<file path="src/rtl/decoder_proj_pkg.sv">
// ---------------------------------------------------------------------------
// decoder_proj_pkg
// Shared constants and types for the decoder_proj input front end.
//   CODE_W          : width of the pad code fed to decoder_proj
//   GLITCH_W        : width of the saturating glitch counter
//   sampler_state_t : debounce FSM states (IDLE, SETTLE, HOLD)
// ---------------------------------------------------------------------------
package decoder_proj_pkg;

  localparam int CODE_W   = 7;
  localparam int GLITCH_W = 8;

  typedef enum logic [1:0] {
    IDLE,
    SETTLE,
    HOLD
  } sampler_state_t;

endpackage

</file>
<file path="src/rtl/decoder_in_sync.sv">
// ---------------------------------------------------------------------------
// decoder_in_sync
// Multi-flop synchroniser for a bus of asynchronous pad bits. Every stage
// clears to zero on a synchronous active-high reset.
// Ports:
//   clock : sampling clock
//   reset : synchronous active-high reset
//   d     : raw asynchronous bus (WIDTH bits)
//   q     : synchronised bus, STAGES clocks behind d
// ---------------------------------------------------------------------------
module decoder_in_sync #(
  parameter int WIDTH  = 7,
  parameter int STAGES = 2
) (
  input  logic             clock,
  input  logic             reset,
  input  logic [WIDTH-1:0] d,
  output logic [WIDTH-1:0] q
);

  logic [WIDTH-1:0] chain [STAGES];

  // Shift register: stage 0 captures the pad, the last stage is the output.
  always_ff @(posedge clock) begin
    if (reset) begin
      for (int i = 0; i < STAGES; i++) chain[i] <= '0;
    end else begin
      chain[0] <= d;
      for (int i = 1; i < STAGES; i++) chain[i] <= chain[i-1];
    end
  end

  assign q = chain[STAGES-1];

endmodule

</file>
<file path="src/rtl/decoder_in_sampler.sv">
// ---------------------------------------------------------------------------
// decoder_in_sampler
// Synchronises and debounces the raw pad code, then offers each new stable
// code (different from the last delivered one) once over valid/ready.
// Ports:
//   wb_clk_i     : the only clock
//   wb_rst_i     : synchronous active-high reset
//   io_in        : raw asynchronous pad code (CODE_W)
//   code_o       : debounced code, frozen while code_valid_o is high
//   code_valid_o : a new code is being offered
//   code_ready_i : downstream accepts code_o
//   glitch_cnt_o : saturating count of rejected transitions (8 bits)
// Configuration:
//   DECODER_IN_SAMPLER_GLITCH_CNT_EN : when defined the glitch counter is
//   built; otherwise glitch_cnt_o is tied to zero.
// ---------------------------------------------------------------------------
module decoder_in_sampler #(
  parameter int CODE_W        = 7,
  parameter int SYNC_STAGES   = 2,
  parameter int STABLE_CYCLES = 4
) (
  input  logic              wb_clk_i,
  input  logic              wb_rst_i,
  input  logic [CODE_W-1:0] io_in,
  output logic [CODE_W-1:0] code_o,
  output logic              code_valid_o,
  input  logic              code_ready_i,
  output logic [7:0]        glitch_cnt_o
);

  import decoder_proj_pkg::*;

  localparam int CNT_W = $clog2(STABLE_CYCLES) + 1;
  localparam logic [CNT_W-1:0] CNT_LAST = CNT_W'(STABLE_CYCLES - 1);

  logic [CODE_W-1:0] sync;
  logic [CODE_W-1:0] last;
  logic [CODE_W-1:0] cand;
  logic [CNT_W-1:0]  cnt;
  sampler_state_t    state;

  decoder_in_sync #(
    .WIDTH  (CODE_W),
    .STAGES (SYNC_STAGES)
  ) u_sync (
    .clock (wb_clk_i),
    .reset (wb_rst_i),
    .d     (io_in),
    .q     (sync)
  );

  // Debounce FSM. SETTLE restarts whenever the synchronised code moves; a
  // code that settles back onto the last delivered value is dropped silently
  // so the downstream decoder never sees a repeat.
  always_ff @(posedge wb_clk_i) begin
    if (wb_rst_i) begin
      state        <= IDLE;
      last         <= '0;
      cand         <= '0;
      cnt          <= '0;
      code_o       <= '0;
      code_valid_o <= 1'b0;
    end else begin
      case (state)
        IDLE: begin
          if (sync != last) begin
            cand  <= sync;
            cnt   <= '0;
            state <= SETTLE;
          end
        end
        SETTLE: begin
          if (sync != cand) begin
            cand <= sync;
            cnt  <= '0;
          end else if (cnt == CNT_LAST) begin
            if (cand == last) begin
              state <= IDLE;
            end else begin
              code_o       <= cand;
              last         <= cand;
              code_valid_o <= 1'b1;
              state        <= HOLD;
            end
          end else begin
            cnt <= cnt + 1'b1;
          end
        end
        HOLD: begin
          if (code_ready_i) begin
            code_valid_o <= 1'b0;
            state        <= IDLE;
          end
        end
        default: state <= IDLE;
      endcase
    end
  end

`ifdef DECODER_IN_SAMPLER_GLITCH_CNT_EN
  logic                glitch_evt;
  logic [GLITCH_W-1:0] glitch_cnt;

  // A glitch is either a mid-settle change or a settle that bounced back.
  assign glitch_evt = (state == SETTLE) &&
                      ((sync != cand) || ((cnt == CNT_LAST) && (cand == last)));

  // Saturating counter: sticks at all-ones instead of wrapping.
  always_ff @(posedge wb_clk_i) begin
    if (wb_rst_i) begin
      glitch_cnt <= '0;
    end else if (glitch_evt && (glitch_cnt != {GLITCH_W{1'b1}})) begin
      glitch_cnt <= glitch_cnt + 1'b1;
    end
  end

  assign glitch_cnt_o = glitch_cnt;
`else
  assign glitch_cnt_o = 8'd0;
`endif

endmodule

</file>
<file path="config.mk">
export PLATFORM = sky130hd
export DESIGN_NAME = decoder_in_sampler
export DESIGN_NICKNAME = d
export VERILOG_FILES = /design/src/rtl/decoder_proj_pkg.sv /design/src/rtl/decoder_in_sync.sv /design/src/rtl/decoder_in_sampler.sv
export SDC_FILE = /design/constraint.sdc
export NUM_CORES = 1
export LEC_CHECK = 0
export ABC_AREA = 1
export CAP_MARGIN = 20
export CORE_MARGIN = 5
export CORE_UTILIZATION = 45
export CTS_BUF_LIST = sky130_fd_sc_hd__clkbuf_8 sky130_fd_sc_hd__clkbuf_16
export CTS_CLUSTER_SIZE = 30
export DETAILED_ROUTE_END_ITERATION = 10
export MAX_ROUTING_LAYER = met4
export PLACE_DENSITY = 0.71
export SYNTH_ARGS = -nofsm -noshare
export SYNTH_HDL_FRONTEND = slang
export SYNTH_SLANG_ARGS = --single-unit
export TNS_END_PERCENT = 30
</file>
<file path="constraint.sdc">
create_clock -name wb_clk_i -period 1.8 [get_ports wb_clk_i]
set_input_delay 0.27 -clock wb_clk_i [delete_from_list [all_inputs] [get_ports wb_clk_i]]
set_output_delay 0.27 -clock wb_clk_i [all_outputs]
set_load 0.02 [all_outputs]
</file>
==> results.json <==
{
  "synth_cell_types": 22,
  "min_from": "u_sync.chain[0][1]$_SDFF_PP0_",
  "min_period_ps": 1630,
  "post_cts_resized": 0,
  "critPathMaxFanout": 5,
  "die_w_um": 72.0,
  "power.internal_uw": 1270,
  "port_buffers": 17,
  "worstSkewPairLatency_ps": 280,
  "cp_slowest_cell": "clkdlybuf4s50_1",
  "hpwlAfterDp_mm": 2.45,
  "first_global_vias": 1268,
  "clock.fmax_mhz": 613,
  "drt_iter0_drc": 131,
  "core.rowCount": 22,
  "avgSynthCellArea_um2": 6.52,
  "cts_tree": "done",
  "viasPerCell": 4.40,
  "gr-total-overflow": 0,
  "coreArea_mm2": 0.00369,
  "drv_slew": 0,
  "p_clk_share_pct": 30.7,
  "antenna_left": 0,
  "critPathKind": "reg -> out",
  "synth_top_cell_by_area": "dfxtp_1",
  "yosys-top-cells-area": "dfxtp_1 39%, nand2_1 15%, nor2_1 12%",
  "antenna_found_initial": 0,
  "cp_slowest_stage_delay_ps": 650,
  "io_pins": 26,
  "fin_tns_setup_ps": 0,
  "initial_core_util_pct": 46.8,
  "rr_startpoint": "cand[2]$_SDFFE_PP0P_",
  "cpLargestDelayFamily": "buffers and inverters",
  "edf_count": 0,
  "area_delta_synth_final_pct": 15.1,
  "drv_cap": 0,
  "switchingPower_uw": 574,
  "cts_setup_buffers": 0,
  "grt_pass1_wl_mm": 5.53,
  "synth_sequential_area_ratio_pct": 39.4,
  "status": "completed",
  "ys.flops": 34,
  "async_flop_share_pct": 0,
  "clk_pin_slew_ps": 70,
  "cts-root-buf": "clkbuf_8",
  "irDropWorstVdd_v": 0.000493,
  "setup_viol": 0,
  "n_antenna_cell": 0,
  "top_cell": "nand2_1",
  "die_h_um": 72.0,
  "drive_above_1_share_pct": 8.04,
  "worstPathRequired_ps": 1530,
  "common_cells": "71 x nand2_1, 55 x nor2_1, 35 x inv_1",
  "critPathBufInv": 1,
  "crit_start": "last[1]$_SDFFE_PP0P_",
  "path_cells": "clkdlybuf4s50_1",
  "ctsHoldBuffers": 0,
  "cp-end-kind": "primary output",
  "top_area_share_pct": 39.4,
  "drc_errors": 0,
  "yosys_area_mm2": 0.00173,
  "yosysWarnings": 0,
  "crit_arrival_ps": 1360,
  "nets": 297,
  "cts_buffers": 5,
  "gp_congestion": 0.831,
  "start_kind": "flip-flop",
  "fin_cells": 334,
  "rsz0062_at_grt": "false",
  "grt_max_degree": 20,
  "totalWireLength_mm": 3.31
}
routing by layer:
layer  vias up  track usage [%]  share of wire [%]  routed length, um
li1        814                -                  -                  -
met5         -                -                  0                  0
met3         4             2.91                4.6                152
met1       628             16.8                 47               1550
met2        24             22.4                 47               1560
met4         0             6.26                1.2                 41
power groups by stage:
stage	clock network (uW)	registers, uW	logic, uW
after floorplan	0	868	359
after global placement	0	878	410
after detailed placement	0	879	415
after CTS	582	862	418
after global routing	608	870	478
final	566	862	415
flip-flops by register name, summed over array words and instances (netlist names):
| register | flops |
|---|---|
| code_valid_o | 1 |
| last | 7 |
| cnt | 3 |
| u_sync.chain | 14 |
| cand | 7 |
| state | 2 |
per-stage QoR:
stage	instance area (um^2)	util, %	hold slack, ps	worst slack (ps)
6_report	1990	53.9	403	169
2_1_floorplan	1750	-	377	332
3_3_place_gp	1900	51.5	390	235
4_1_cts	1990	53.9	406	158
5_1_grt	1990	53.9	414	1.99
3_5_place_dp	1900	51.5	396	212
placed cells by master (no fill, tap or decap), types with 4 or more instances in the layout:
master | synthesis | layout
nand3_1 | 22 | 22
nor2_1 | 55 | 55
inv_2 | 5 | 5
a21oi_1 | 9 | 9
clkdlybuf4s50_1 | 0 | 17
inv_1 | 35 | 36
dfxtp_1 | 34 | 34
xnor2_1 | 4 | 4
nand2_1 | 71 | 71
clkbuf_8 | 0 | 6
conb_1 | 1 | 8
area by class of cell:
class                   instances  area [um^2]  area share [%]
clock buffers                   6         82.6            4.15
repair buffers                 19          185            9.31
inverters                      41          154            7.74
well taps                      48         60.1            3.02
multi-input cells             184          818            41.1
flip-flops and latches         34          681            34.2
clock inverters                 2         8.76           0.440
final timing paths:
| path | slack (ps) | end | depth (start not counted) |
|---|---|---|---|
| worst min-delay path | 400 | u_sync.chain[0][8]$_SDFF_PP0_ | 2 |
| worst min register to register | 400 | u_sync.chain[0][8]$_SDFF_PP0_ | 2 |
| worst max register to register | 210 | last[2]$_SDFFE_PP0P_ | 11 |
| worst max-delay path | 170 | code_o[1] | 1 |
cells by family (layout without fill, tap and decap cells):
| logic type | after synthesis | count (layout) | share of synthesized area (%) |
|---|---|---|---|
| flops | 34 | 34 | 39.4 |
| other cells | 1 | 8 | 0.217 |
| fa+ha+maj | 2 | 2 | 1.45 |
| compound gates | 14 | 14 | 4.49 |
| xor+xnor | 5 | 5 | 2.53 |
| buf+inv | 54 | 68 | 14.8 |
| simple gates | 155 | 155 | 37.1 |
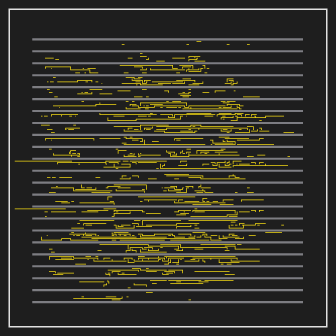
*Metal 1*
Supply wires on this layer in gray.
The layer carries 1550 um of wire. The wires run mostly horizontal. 270 nets have wire on it. The longest straight run is 23.5 um. The layer holds 47% of the routed length.

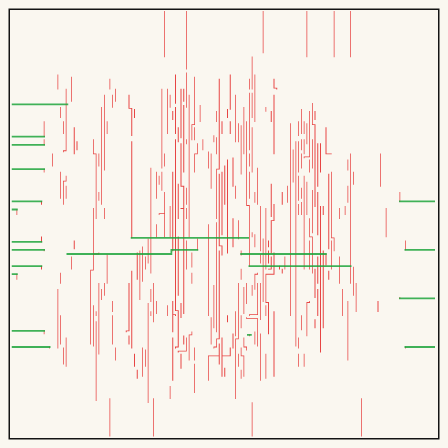
*Signal wires by layer*
Two of the layers only.
Key: metal 3 = green [wire length 153 um]; metal 2 = red [wire length 1560 um]
via count: 1470
All-Layer GR Usage: 14.0%
routed length per placed instance: 9.91 um

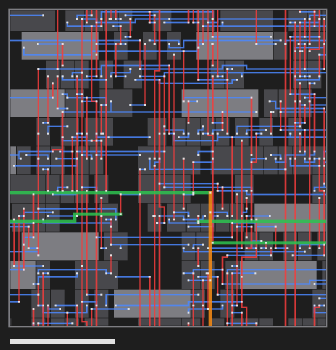
*Zoomed window*
The bar under the picture is 10 um long. Window x 21 to 51, y 21 to 51 um. Cells in gray, sequential cells in the stronger gray; small squares are vias.
Key: metal 4 = orange; metal 3 = green; metal 2 = red; metal 1 = blue
Netlist names of flops here include last (4), u_sync.chain (3). Sequential cells in the window: 8. Most frequent: nand2_1 (30), nor2_1 (19). 99 logic cells have their middle in the window.

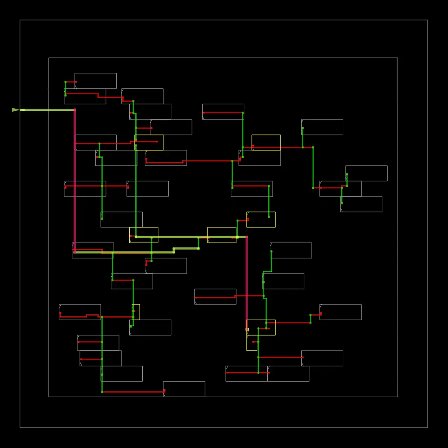
*Clock nets*
Power Clock: 566 uW
Final Skew: 8.14 ps

No activity file was given, so power comes from the tool's default toggle rates.
